File: src/rtl/ahb_master_arbiter.sv
// Two-master AHB-Lite arbiter: buffers each master's address phase, grants round-robin,
// and routes the single slave port's response back to the owning master.
module ahb_master_arbiter #(
  parameter int unsigned AW = 64,
  parameter int unsigned DW = 64
) (
  input  logic          clk,
  input  logic          resetn,
  // master 0 (imem)
  input  logic [1:0]    m0_htrans,
  input  logic [AW-1:0] m0_haddr,
  input  logic          m0_hwrite,
  input  logic [2:0]    m0_hsize,
  input  logic [2:0]    m0_hburst,
  input  logic [3:0]    m0_hprot,
  input  logic          m0_hmastlock,
  input  logic [DW-1:0] m0_hwdata,
  output logic [DW-1:0] m0_hrdata,
  output logic          m0_hready,
  output logic          m0_hresp,
  // master 1 (dmem)
  input  logic [1:0]    m1_htrans,
  input  logic [AW-1:0] m1_haddr,
  input  logic          m1_hwrite,
  input  logic [2:0]    m1_hsize,
  input  logic [2:0]    m1_hburst,
  input  logic [3:0]    m1_hprot,
  input  logic          m1_hmastlock,
  input  logic [DW-1:0] m1_hwdata,
  output logic [DW-1:0] m1_hrdata,
  output logic          m1_hready,
  output logic          m1_hresp,
  // slave port
  output logic [1:0]    s_htrans,
  output logic [AW-1:0] s_haddr,
  output logic          s_hwrite,
  output logic [2:0]    s_hsize,
  output logic [2:0]    s_hburst,
  output logic [3:0]    s_hprot,
  output logic          s_hmastlock,
  output logic [DW-1:0] s_hwdata,
  input  logic [DW-1:0] s_hrdata,
  input  logic          s_hready,
  input  logic          s_hresp
);

  typedef struct packed {
    logic [AW-1:0] addr;
    logic          write;
    logic [2:0]    size;
    logic [2:0]    burst;
    logic [3:0]    prot;
    logic          lock;
  } ctrl_t;

  typedef enum logic [1:0] {MstFree, MstPend, MstOwn} mst_e;
  typedef enum logic [1:0] {StIdle, StAddr, StData} slv_e;

  logic [1:0] htrans [2];
  ctrl_t      live   [2];
  ctrl_t      buf_q  [2];
  ctrl_t      cand   [2];
  mst_e       mst_q  [2];
  logic [1:0] in_data, hready, hresp, acc, req;

  slv_e       slv_q;
  logic       owner_q, last_q;
  ctrl_t      s_ctrl_q;
  logic [1:0] s_htrans_q;
  logic       can_grant, grant, win;

  // BUSY is handled as IDLE and SEQ as NONSEQ, so only htrans[1] matters.
  logic unused_htrans_lsb;
  assign unused_htrans_lsb = ^{m0_htrans[0], m1_htrans[0]};

  assign htrans[0] = m0_htrans;
  assign htrans[1] = m1_htrans;
  assign live[0]   = {m0_haddr, m0_hwrite, m0_hsize, m0_hburst, m0_hprot, m0_hmastlock};
  assign live[1]   = {m1_haddr, m1_hwrite, m1_hsize, m1_hburst, m1_hprot, m1_hmastlock};

  always_comb begin
    for (int i = 0; i < 2; i++) begin
      in_data[i] = (slv_q == StData) && (mst_q[i] == MstOwn) && (owner_q == 1'(i));
      hready[i]  = (mst_q[i] == MstFree) || (in_data[i] && s_hready);
      hresp[i]   = in_data[i] && s_hresp;
      acc[i]     = hready[i] && htrans[i][1];
      // A request accepted this cycle is eligible for grant at the same edge.
      req[i]     = (mst_q[i] == MstPend) || acc[i];
      cand[i]    = acc[i] ? live[i] : buf_q[i];
    end
    can_grant = (slv_q == StIdle) || ((slv_q == StData) && s_hready);
    grant     = can_grant && (req[0] || req[1]);
    win       = (req[0] && req[1]) ? ~last_q : req[1];
  end

  always_ff @(posedge clk) begin
    if (!resetn) begin
      for (int i = 0; i < 2; i++) begin
        mst_q[i] <= MstFree;
        buf_q[i] <= '0;
      end
      slv_q      <= StIdle;
      owner_q    <= 1'b0;
      last_q     <= 1'b0;
      s_ctrl_q   <= '0;
      s_htrans_q <= 2'b00;
    end else begin
      for (int i = 0; i < 2; i++) begin
        if (acc[i]) buf_q[i] <= live[i];
        if (grant && (win == 1'(i))) begin
          mst_q[i] <= MstOwn;
        end else if (acc[i]) begin
          mst_q[i] <= MstPend;
        end else if (in_data[i] && s_hready) begin
          mst_q[i] <= MstFree;
        end
      end

      unique case (slv_q)
        StIdle: begin
          if (grant) begin
            slv_q      <= StAddr;
            s_htrans_q <= 2'b10;
          end
        end
        StAddr: begin
          if (s_hready) begin
            slv_q      <= StData;
            s_htrans_q <= 2'b00;
          end
        end
        StData: begin
          // Back-to-back grant in the completion cycle avoids an idle bubble.
          if (s_hready) begin
            slv_q      <= grant ? StAddr : StIdle;
            s_htrans_q <= grant ? 2'b10 : 2'b00;
          end
        end
        default: begin
          slv_q      <= StIdle;
          s_htrans_q <= 2'b00;
        end
      endcase

      if (grant) begin
        owner_q  <= win;
        last_q   <= win;
        s_ctrl_q <= cand[win];
      end
    end
  end

  assign s_htrans    = s_htrans_q;
  assign s_haddr     = s_ctrl_q.addr;
  assign s_hwrite    = s_ctrl_q.write;
  assign s_hsize     = s_ctrl_q.size;
  assign s_hburst    = s_ctrl_q.burst;
  assign s_hprot     = s_ctrl_q.prot;
  assign s_hmastlock = s_ctrl_q.lock;
  assign s_hwdata    = owner_q ? m1_hwdata : m0_hwdata;

  assign m0_hready = hready[0];
  assign m1_hready = hready[1];
  assign m0_hresp  = hresp[0];
  assign m1_hresp  = hresp[1];
  assign m0_hrdata = s_hrdata;
  assign m1_hrdata = s_hrdata;

endmodule
File: config.mk
export PLATFORM = sky130hd
export DESIGN_NAME = ahb_master_arbiter
export DESIGN_NICKNAME = d
export VERILOG_FILES = /design/src/rtl/ahb_master_arbiter.sv
export SDC_FILE = /design/constraint.sdc
export NUM_CORES = 1
export LEC_CHECK = 0
export CORE_AREA = 2 2 240 242
export CTS_CLUSTER_DIAMETER = 120
export CTS_CLUSTER_SIZE = 16
export DETAILED_ROUTE_END_ITERATION = 6
export DIE_AREA = 0 0 242 244
export HOLD_SLACK_MARGIN = 0.12
export SLEW_MARGIN = 20
export SYNTH_ARGS = -nofsm -noshare
export SYNTH_HDL_FRONTEND = slang
export SYNTH_SLANG_ARGS = --single-unit
File: constraint.sdc
create_clock -name clk -period 3.5 [get_ports clk]
set_input_delay 0.525 -clock clk [delete_from_list [all_inputs] [get_ports clk]]
set_output_delay 0.525 -clock clk [all_outputs]
set_load 0.005 [all_outputs]
run_1/met4.png
The bar under the picture is 50 µm long. Cells faint in the background.
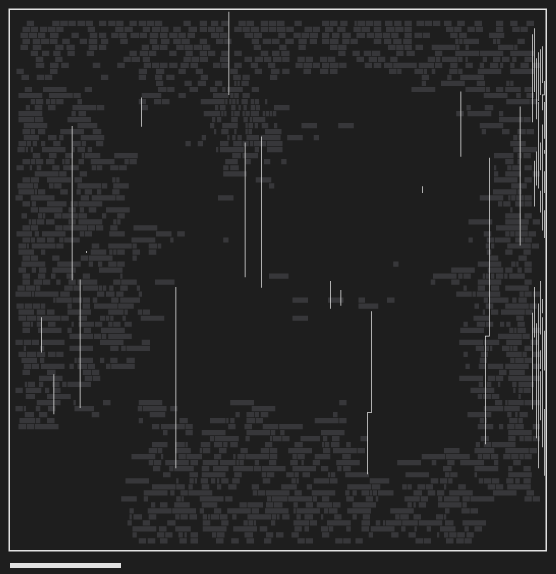
The layer carries 1450 µm of wire. The longest straight run is 81.6 µm.

run_1/metal_stack.png
Only two layers are drawn.
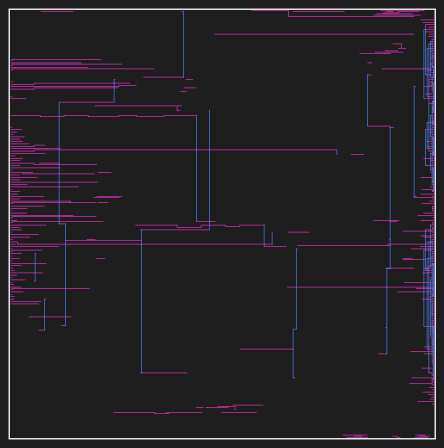
Key: blue = met4 [wire length 1450 µm]; magenta = met3 [wire length 3810 µm]

==> run summary, run 1 <==
run metrics: Top area cell types edfxtp_1 (37%), dfxtp_1 (13%), mux2_2 (12%), classification of the worst setup path reg2out, total clock sinks 236, Main power group combinational logic, wire length per cell approximately 21 µm, Yosys warning total 0, instance count of the mapped netlist about 1.1k, post-synthesis xor/xnor area fraction 0%, Core Region between 50000 and 60000 µm², Port-buffer cells ~430, number of enable flip-flop cells ~160, slew of the pin with the lowest slew margin between 800 and 900 ps, count of nets left with antenna violations after detail routing 0, final setup violation count 0, run status finished clean, Async S/R FF share, synth 0%, overall routing resource usage 14.3%, sequential group share of total power between 30% and 40%, total cells reported by yosys after synthesis approximately 1.1k, nature of the critical path startpoint flip-flop, complex-gate fraction of the synthesized area 7.12%, worst reg-to-reg setup slack 1130 ps, Worst Skew ~18 ps, horizontal die size roughly 240 µm, quantity of gates resized following cts 0, fraction of power spent switching nets a little over a third, Placed Instances approximately 2.1k, global-route wire length before repair 64700 µm, DRC viols 0, via count around 9.3k, required time of the critical path roughly 3000 ps, number of hold violations in the final report 0, Worst Reg-to-Reg Cells 5, nets in the synthesized netlist about 1.4k, critical-path maximum fanout around 66, Maximum Capacitance Violations 0, total of flip-flops plus latches after synthesis roughly 240, maximum number of pins on one net before global-route repair around 74, ports placed on the boundary 626, fill cell count between 5k and 6k, number of max-slew violations in the final report 0, worst setup timing slack at the placement stage 478 ps, period utilisation layout about nine tenths, area of combinational cells with multiple inputs around 5100 µm², critical path data arrival time roughly 2600 ps, primary flip-flop cell chosen by synthesis mapping edfxtp_1, timing-limited maximum frequency about 320 MHz, root buffer selected by CTS clkbuf_16, Post CTS Setup Buffer Count 0, Hold Path Stages 3, Synth cell types between 40 and 50, post-detailed-placement half-perimeter wirelength roughly 31000 µm, power in sequential cells 4.42 mW, combinational family with the most area after synthesis multiplexers, kind of end point of the critical path output port, area growth from synthesis to final layout 38.0%, H-tree depth reported by CTS 1, normalized max-slew margin ~44%, combinational fraction of design power between 40% and 50%, insertion delay of the later-clocked pin in the worst-skew pair approximately 530 ps, Final Routed Wirelength between 40000 and 50000 µm, fraction of layout instances using a drive strength above 1 ~15%, number of logged tool warnings 28, switching power of the nets approximately 4.5 mW, core occupancy in the finished layout a little under a third
run_1/drive_strength.png
The bar under the picture is 50 µm long.
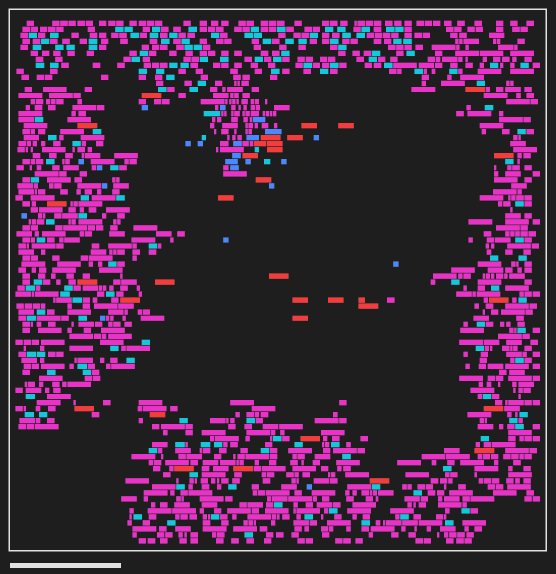
Key: red = drive 6 and up [cells 33, share 2.4%, most used clkbuf_16]; cyan = drive 2 [cells 154, share 11%, most used mux2_2]; blue = drive 3 to 4 [cells 23, share 1.7%, most used buf_4]; magenta = drive 1 or less [cells 1160, share 85%, most used clkdlybuf4s50_1]

==> run 1: critical path, stage by stage, from the launching register on <==
cell and delay (ps):
dfxtp_2 360, buf_4 660, mux2_2 420, clkdlybuf4s50_1 570
==> run 1: per-layer routing <==
layer,global-route usage [%],share of wire (%),up-vias
met5,0,0.074,-
met4,4.65,3.2,6
met3,5.26,8.5,107
met2,23.0,46,314
met1,17.7,42,4507
li1,-,-,4327
==> run 1: final cells by class <==
type	count	area share, %
Multi-Input combinational cell	639	29.1
Tap cell	756	5.39
Clock buffer	31	2.96
Sequential cell	236	35.7
Timing Repair Buffer	456	26.5
Clock inverter	3	0.192
Inverter	5	0.107
Antenna cell	5	0.0712
==> run 1: sequential cells by signal, indices dropped and copies added (netlist names) <==
register and cells:
s_hmastlock 1, s_haddr 64, slv_q 2, s_hburst 3
s_hsize 3, mst_q 4, buf_q 152, s_htrans 1
s_hprot 4, last_q 1, s_hwrite 1
==> run 1: final timing paths <==
path | start | to
max | last_q$_SDFFE_PN0N_ | s_hwdata[34]
min | resetn | s_haddr[44]$_SDFFE_PN0N_
max reg2reg | slv_q[1]$_SDFFE_PN0P_ | mst_q[0][1]$_SDFFCE_PP0P_
min reg2reg | s_haddr[2]$_SDFFE_PN0N_ | s_haddr[2]$_SDFFE_PN0N_
==> run 1: placed cells by master, fill, tap and decap left out, drive strengths merged, types with 7 or more instances in the layout <==
| master | count |
|---|---|
| buf | 27 |
| a222oi | 17 |
| edfxtp | 155 |
| a21oi | 28 |
| nor2 | 9 |
| o21ai | 19 |
| inv | 7 |
| o22ai | 59 |
| clkdlybuf4s50 | 429 |
| mux2i | 118 |
| nand2 | 70 |
| dfxtp | 81 |
| mux2 | 140 |
| and2 | 152 |
| clkbuf | 31 |
run_1/met2.png
Cells faint in the background.
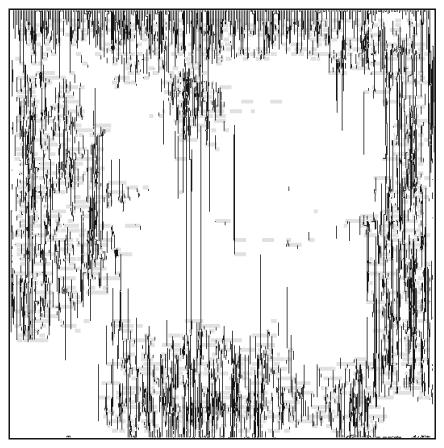

==> inputs of run 2 (changes only) <==
--- a/config.mk
+++ b/config.mk
@@ -5,11 +5,11 @@
 export SDC_FILE = /design/constraint.sdc
 export NUM_CORES = 1
 export LEC_CHECK = 0
-export CORE_AREA = 2 2 240 242
+export CORE_AREA = 2 2 245 247
 export CTS_CLUSTER_DIAMETER = 120
 export CTS_CLUSTER_SIZE = 16
 export DETAILED_ROUTE_END_ITERATION = 6
-export DIE_AREA = 0 0 242 244
+export DIE_AREA = 0 0 247 249
 export HOLD_SLACK_MARGIN = 0.12
 export SLEW_MARGIN = 20
 export SYNTH_ARGS = -nofsm -noshare
==> constraint.sdc (replaced) <==
create_clock -name clk -period 2.6 [get_ports clk]
set_input_delay 0.39 -clock clk [delete_from_list [all_inputs] [get_ports clk]]
set_output_delay 0.39 -clock clk [all_outputs]
set_load 0.005 [all_outputs]
run_2/met2.png
Cells faint in the background.
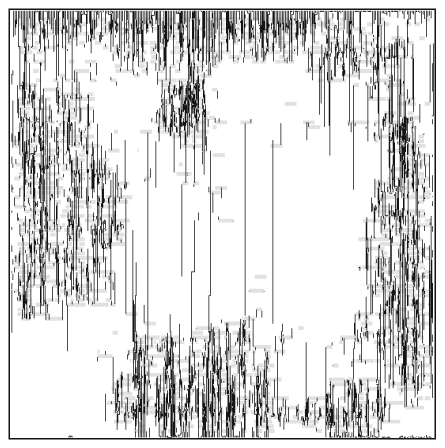
The wires run mostly vertical. The layer carries 20.4 mm of wire. The longest straight run is 127 µm. The layer holds 44% of the routed length.

run_2/drive_strength.png
The bar under the picture is 50 µm long.
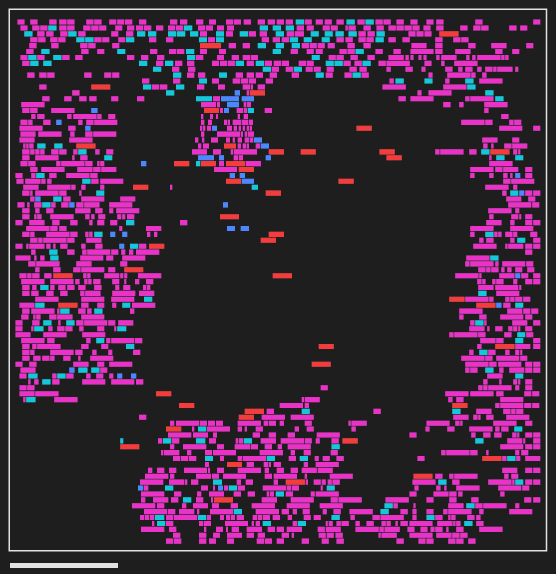
Key: cyan = drive 2 [cells 155, share 11%, most used mux2_2]; magenta = drive 1 or less [cells 1156, share 83%, most used clkdlybuf4s50_1]; blue = drive 3 to 4 [cells 35, share 2.5%, most used buf_4]; red = drive 6 and up [cells 47, share 3.4%, most used buf_12]

==> run 2 against run 1 <==
Synthesized area unchanged. Sequential power increased by 35%. Count of clock-buffer cells in the layout decreased by 2. Synthesized cell count unchanged. Register-to-register slack got worse by 670 ps. Die area increased by 4.2%. Worst setup slack got worse by 310 ps. Combinational power increased by 44%. Non-clock buffer count increased by 25. Global-route usage about the same. Power increased by 39%. Cell count increased by 1.7%. Critical endpoint is now s_hwdata[26].
==> run summary, run 2 <==
run metrics: cell with the largest stage delay on the worst path clkdlybuf4s50_1, summed standard-cell area reported by yosys 12700 µm², worst path buffer plus inverter count 2 (unchanged), HP Start resetn, buffer count excluding the clock tree in the final layout 481 (+5.5%), ports placed on the boundary 626 (unchanged), setup total negative slack 0 ps, total clock sinks 236 (unchanged), worst reg2reg path endpoint s_haddr[10]$_SDFFE_PN0N_, Final Routed Wirelength 46300 µm (+3.7%), logic share of the area 28.5% (-0.60 points), number of hold violations in the final report 0 (unchanged), number of max-slew violations in the final report 0 (unchanged), Core Region 58700 µm² (+4.5%), area growth from synthesis to final layout 41.2%, period utilisation layout 96.6%, primary flip-flop cell chosen by synthesis mapping edfxtp_1, required time of the critical path 2210 ps (-760 ps), smallest hold slack 334 ps, fill cell count 5960 (+3.5%), sequential portion of the cell area 35.0% (-0.78 points), Worst Skew 18.4 ps (+0.479 ps), root buffer selected by CTS clkbuf_16, Worst Reg-to-Reg Cells 7 (+2), Maximum Capacitance Violations 0 (unchanged), horizontal die size 247 µm (+2.1%), overall routing resource usage 14.3% (+0.032 points), sequential cell count 236 (unchanged), cell class ranked first by area sequential cells, slew of the pin with the lowest slew margin 652 ps (-188 ps), nature of the critical path startpoint flip-flop, Port-buffer cells 430 (unchanged), instance count of the mapped netlist 1089 (unchanged), maximum number of pins on one net before global-route repair 83 (+12%), number of iterations in the first detailed-routing pass 6, synth cell count leaders edfxtp_1 (155), and2_1 (152), buf_4 (143), layout multi-input combinational cell count 639 (unchanged), kind of end point of the critical path output port, post-synthesis xor/xnor area fraction 0% (unchanged), final setup violation count 0 (unchanged), post-detailed-placement half-perimeter wirelength 33200 µm (+6.0%), number of logged tool warnings 29 (+3.6%), Synth cell types 41 (unchanged), quantity of gates resized following cts 2 (+2), normalized max-slew margin 56.5% (+12 points), destination of the worst hold path slv_q[1]$_SDFFE_PN0P_, fraction of area in clock buffers and inverters 3.02% (-0.13 points), grt ovf 0, run status finished clean, Critical Path Max Stage Delay 570 ps (-90 ps), register containing the most flip-flops in the final layout buf_q, cells along the critical path buf_12, mux2_2, clkdlybuf4s50_1, most common cell after layout, fill and taps aside clkdlybuf4s50_1, classification of the worst setup path reg2out, sequential cell area approximately 6300 µm², critical-path maximum fanout 32 (-52%), global-route wire length before repair 66200 µm (+2.4%), worst reg-to-reg setup slack 460 ps (-670 ps), total of flip-flops plus latches after synthesis 236 (unchanged), H-tree depth reported by CTS 1 (unchanged), complex-gate fraction of the synthesized area 7.12% (unchanged), nets in the synthesized netlist 1441 (unchanged), number of tap cells inserted 773 (+2.2%), reg-to-reg critical path startpoint last_q$_SDFFE_PN0N_, commonest cells after routing, fill and taps aside clkdlybuf4s50_1 (428), edfxtp_1 (155), and2_1 (152), mux2_2 (140), mux2i_1 (118), via count 9357 (+1.0%), Yosys warning total 0 (unchanged), Top area cell types edfxtp_1 (37%), dfxtp_1 (13%), mux2_2 (12%), critical path data arrival time 2120 ps (-450 ps), fraction of layout instances using a drive strength above 1 17.0% (+1.7 points), kind of cell with the highest combined delay on the critical path buffers and inverters, count of nets left with antenna violations after detail routing 0 (unchanged), wire length per cell 21.3 µm (+2.0%), Hold Path Stages 3 (unchanged), non-clock inverter count 5 (unchanged), number of enable flip-flop cells 155 (unchanged), total cells reported by yosys after synthesis 1089 (unchanged), insertion delay of the later-clocked pin in the worst-skew pair 530 ps (about the same), combinational family with the most area after synthesis multiplexers, area share of buffers outside the clock network 28.0% (+1.6 points), timing-limited maximum frequency 398 MHz, Largest register FFs 152 (unchanged), Placed Instances 2133 (+2.0%), area of combinational cells with multiple inputs 5120 µm² (+0.17%), number of inserted diodes 2 (-3), clock buffer count in the final layout 29 (-6.5%), Async S/R FF share, synth 0% (unchanged), DRC viols 0 (unchanged), Post CTS Setup Buffer Count 0 (unchanged)
## run 2: cell families (layout without fill, tap and decap cells)
logic type      after synthesis  in the layout
flops                       236            236
mux                         258            258
buf+inv                     214            518
other cells                   1              3
simple gates                250            250
compound gates              130            130
## run 2: metal layers
metal / track usage (%) / wire length, µm / vias up
met2: 21.8 / 20400 / 344
met3: 5.37 / 4430 / 105
li1: - / - / 4371
met1: 18.6 / 20000 / 4535
met4: 4.70 / 1430 / 2
met5: 0 / 13 / -
## run 2: per-stage QoR
| stage | setup slack (ps) | total power, mW | util (%) |
|---|---|---|---|
| after floorplan | 239 | 10.8 | - |
| after global placement | 22.3 | 15.2 | 29.6 |
| after detailed placement | -27.1 | 15.2 | 29.6 |
| after CTS | -16.2 | 18.2 | 30.6 |
| after global routing | 14.2 | 19.0 | 30.6 |
| final | 87.3 | 17.9 | 30.6 |
## run 2: worst max-delay path by stage
| stage | start | end | slack, ps | depth (start not counted) |
|---|---|---|---|---|
| finish | last_q$_SDFFE_PN0N_ | s_hwdata[26] | 90 | 3 |
| global route | last_q$_SDFFE_PN0N_ | s_hwdata[26] | 10 | 3 |
| CTS | last_q$_SDFFE_PN0N_ | s_hwdata[33] | -20 | 3 |
| detailed placement | s_hready | s_haddr[10]$_SDFFE_PN0N_ | -30 | 8 |
| global placement | s_hready | s_haddr[28]$_SDFFE_PN0N_ | 20 | 7 |
| floorplan | s_hready | buf_q[0][100]$_SDFFCE_PN0P_ | 240 | 5 |
## run 2: power breakdown
part	internal, mW	switching, mW
registers	5.43	0.545
logic	4.87	4.28
clock network	1.38	1.44
total	11.7	6.26
## run 2: worst register-to-register path, stage by stage, from the launching register on
cell	delay (ps)
dfxtp_4	400
nand4bb_1	290
a21oi_4	350
buf_12	210
buf_12	220
mux2i_1	290
mux2_2	190
o22ai_1	70
run_2/final_clocks.png
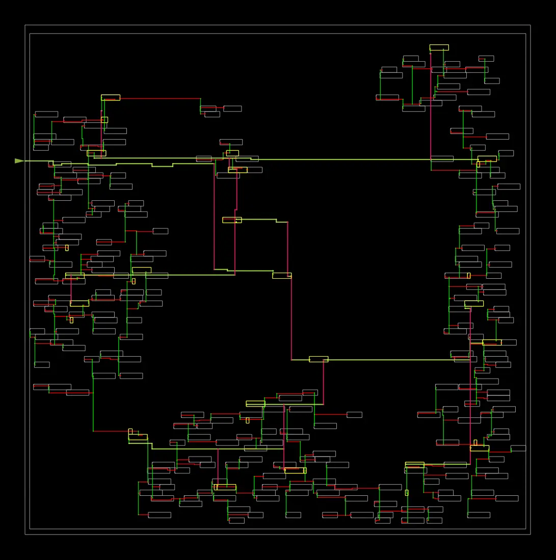

==> inputs of run 3 (changes only) <==
--- a/config.mk
+++ b/config.mk
@@ -10,6 +10,7 @@
 export CTS_CLUSTER_SIZE = 16
 export DETAILED_ROUTE_END_ITERATION = 6
 export DIE_AREA = 0 0 247 249
+export GPL_TIMING_DRIVEN = 0
 export HOLD_SLACK_MARGIN = 0.12
 export SLEW_MARGIN = 20
 export SYNTH_ARGS = -nofsm -noshare
run_3/final_clocks.png
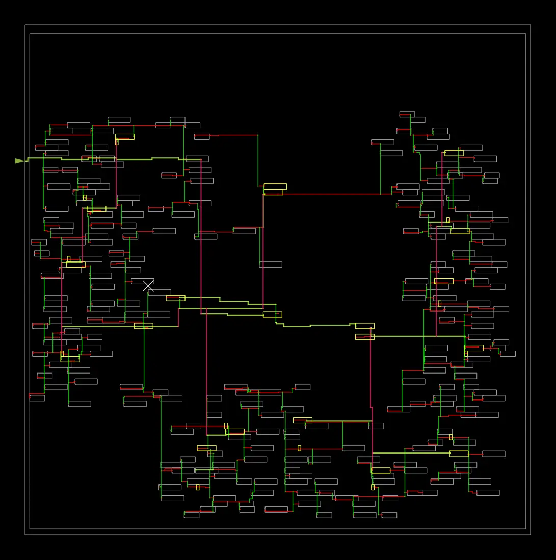
clock buffer count in the final layout: 31
CTS buffer count: 18
Worst Skew: 32.9 ps

run_3/metal_stack.png
Only two layers are drawn.
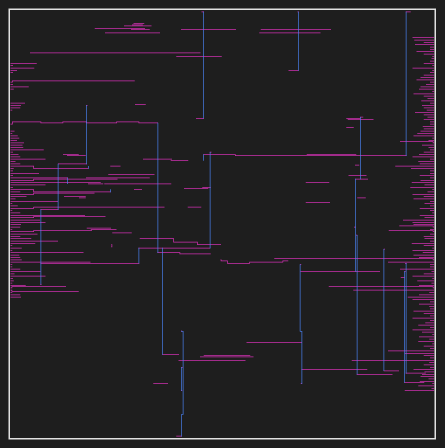
via count: 10.5k
wire length per cell: 21.9 µm
Final Routed Wirelength: 54000 µm
overall routing resource usage: 16.7%

==> run 3 against run 2 <==
The run now ends with DRC left. Register-to-register slack worse by 360 ps. Fmax fell by 0.96%. Combinational power grew 4.0%. Worst setup slack worse by 24 ps. Design area rose by 12%. Critical path type unchanged. Power grew 2.4%. Largest cell class is now non-clock buffers. Die area did not move. Synthesized cell count is the same. Critical path depth is 2 higher. Worst hold slack got worse by 55 ps. Clock power is 4% higher.
==> run summary, run 3 <==
run metrics: worst reg2reg path endpoint buf_q[0][98]$_SDFFCE_PN0P_, cells along the critical path buf_6, clkbuf_16, clkbuf_16, mux2_2, clkdlybuf4s50_1, Hold Path Stages 4 (+1), fill cell count 5873 (-1.5%), met3 wirelength from detailed routing 3980 µm (-10%), Core Region 58700 µm² (unchanged), register containing the most flip-flops in the final layout buf_q, routing usage on met1 22.2% (+3.6 points), ports placed on the boundary 626 (unchanged), number of hold violations in the final report 0 (unchanged), post-synthesis xor/xnor area fraction 0% (unchanged), kind of end point of the critical path output port, DRC viols 2 (+2), insertion delay of the later-clocked pin in the worst-skew pair 530 ps (about the same), nature of the critical path startpoint flip-flop, setup total negative slack 0 ps (unchanged), fraction of met2 tracks used by global routing 26.9% (+5.1 points), classification of the worst setup path reg2out, run status finished with violations, required time of the critical path 2210 ps (about the same), synth cell count leaders edfxtp_1 (155), and2_1 (152), buf_4 (143), area growth from synthesis to final layout 57.7%, combinational family with the most area after synthesis multiplexers, grt ovf 0 (unchanged), Async S/R FF share, synth 0% (unchanged), HP Start s_hready, smallest hold slack 279 ps (-54.8 ps), maximum number of pins on one net before global-route repair 77 (-7.2%), slew of the pin with the lowest slew margin 839 ps (+188 ps), critical-path maximum fanout 10 (-69%), global-route wire length before repair 75800 µm (+14%), destination of the worst hold path slv_q[0]$_SDFFE_PN0P_, worst reg-to-reg setup slack 100 ps (-360 ps), worst setup timing slack at the placement stage -973 ps (-945 ps), global-route layer with the greatest usage met2, horizontal die size 247 µm (unchanged), cell with the largest stage delay on the worst path clkdlybuf4s50_1, normalized max-slew margin 44.0% (-12 points), timing-limited maximum frequency 394 MHz (-0.96%), met2 layer wire length in the routed design 25000 µm (+23%), routed metal-1 wirelength 24000 µm (+20%), violations in the final reports DRC, most common cell after layout, fill and taps aside clkdlybuf4s50_1, critical path data arrival time 2150 ps (+30 ps), sequential cell area 6280 µm² (about the same), Synth cell types 41 (unchanged), Highest Signal Layer met5, Largest register FFs 152 (unchanged), final setup violation count 0 (unchanged), fin worst setup slack 63.0 ps (-24.4 ps), Yosys warning total 0 (unchanged), core occupancy in the finished layout 34.2% (+3.6 points), primary flip-flop cell chosen by synthesis mapping edfxtp_1, Port-buffer cells 557 (+30%), total cells reported by yosys after synthesis 1089 (unchanged), fraction of layout instances using a drive strength above 1 22.1% (+5.1 points), met3 Resource Use GR 4.47% (-0.89 points), post-detailed-placement half-perimeter wirelength 41900 µm (+26%), period utilisation layout 97.6% (+0.94 points), summed standard-cell area reported by yosys 12700 µm² (unchanged), Critical Path Max Stage Delay 460 ps (-110 ps)
[run 3: layout make-up]
type | count | share of cell area [%]
buffer | 209 | 7.62
multi-input combinational | 639 | 25.4
antenna | 9 | 0.112
sequential | 236 | 31.3
clock buffer | 31 | 2.59
clock inverter | 1 | 0.150
timing repair buffer | 559 | 27.9
tap | 773 | 4.82
inverter | 5 | 0.0936
[run 3: what timing repair did]
action | in CTS | in global routing
setup endpoints to repair | 387 | 81
resized | 59 | 28
buffers inserted | 1 | 1
hold endpoints to repair | 0 | 0
hold buffers | 0 | 0
pin swaps | 3 | 2
[run 3: kinds of logic after synthesis]
family	after synthesis
AND-OR/OR-AND	130
buffers and inverters	214
flip-flops	236
multiplexers	258
other	1
AND/OR/NAND/NOR	250
[run 3: power breakdown]
part / leakage (nW) / total, mW / switching [mW] / internal (mW)
Sequential: 2.32 / 5.95 / 0.515 / 5.44
Clock: 0.262 / 2.91 / 1.44 / 1.47
Combinational: 4.99 / 9.52 / 4.70 / 4.82
Total: 7.58 / 18.4 / 6.65 / 11.7
[run 3: worst max path at each step]
stage | from | endpoint | slack (ps) | cells past startpoint
2_1_floorplan | s_hready | buf_q[0][100]$_SDFFCE_PN0P_ | 240 | 5
3_3_place_gp | resetn | buf_q[0][22]$_SDFFCE_PN0P_ | -1880 | 4
3_5_place_dp | resetn | buf_q[0][90]$_SDFFCE_PN0P_ | -970 | 4
4_1_cts | last_q$_SDFFE_PN0N_ | s_hwdata[15] | 10 | 5
5_1_grt | last_q$_SDFFE_PN0N_ | s_hwdata[50] | -0.7 | 5
6_report | last_q$_SDFFE_PN0N_ | s_hwdata[50] | 60 | 5
Power and IR drop assume default switching activity.
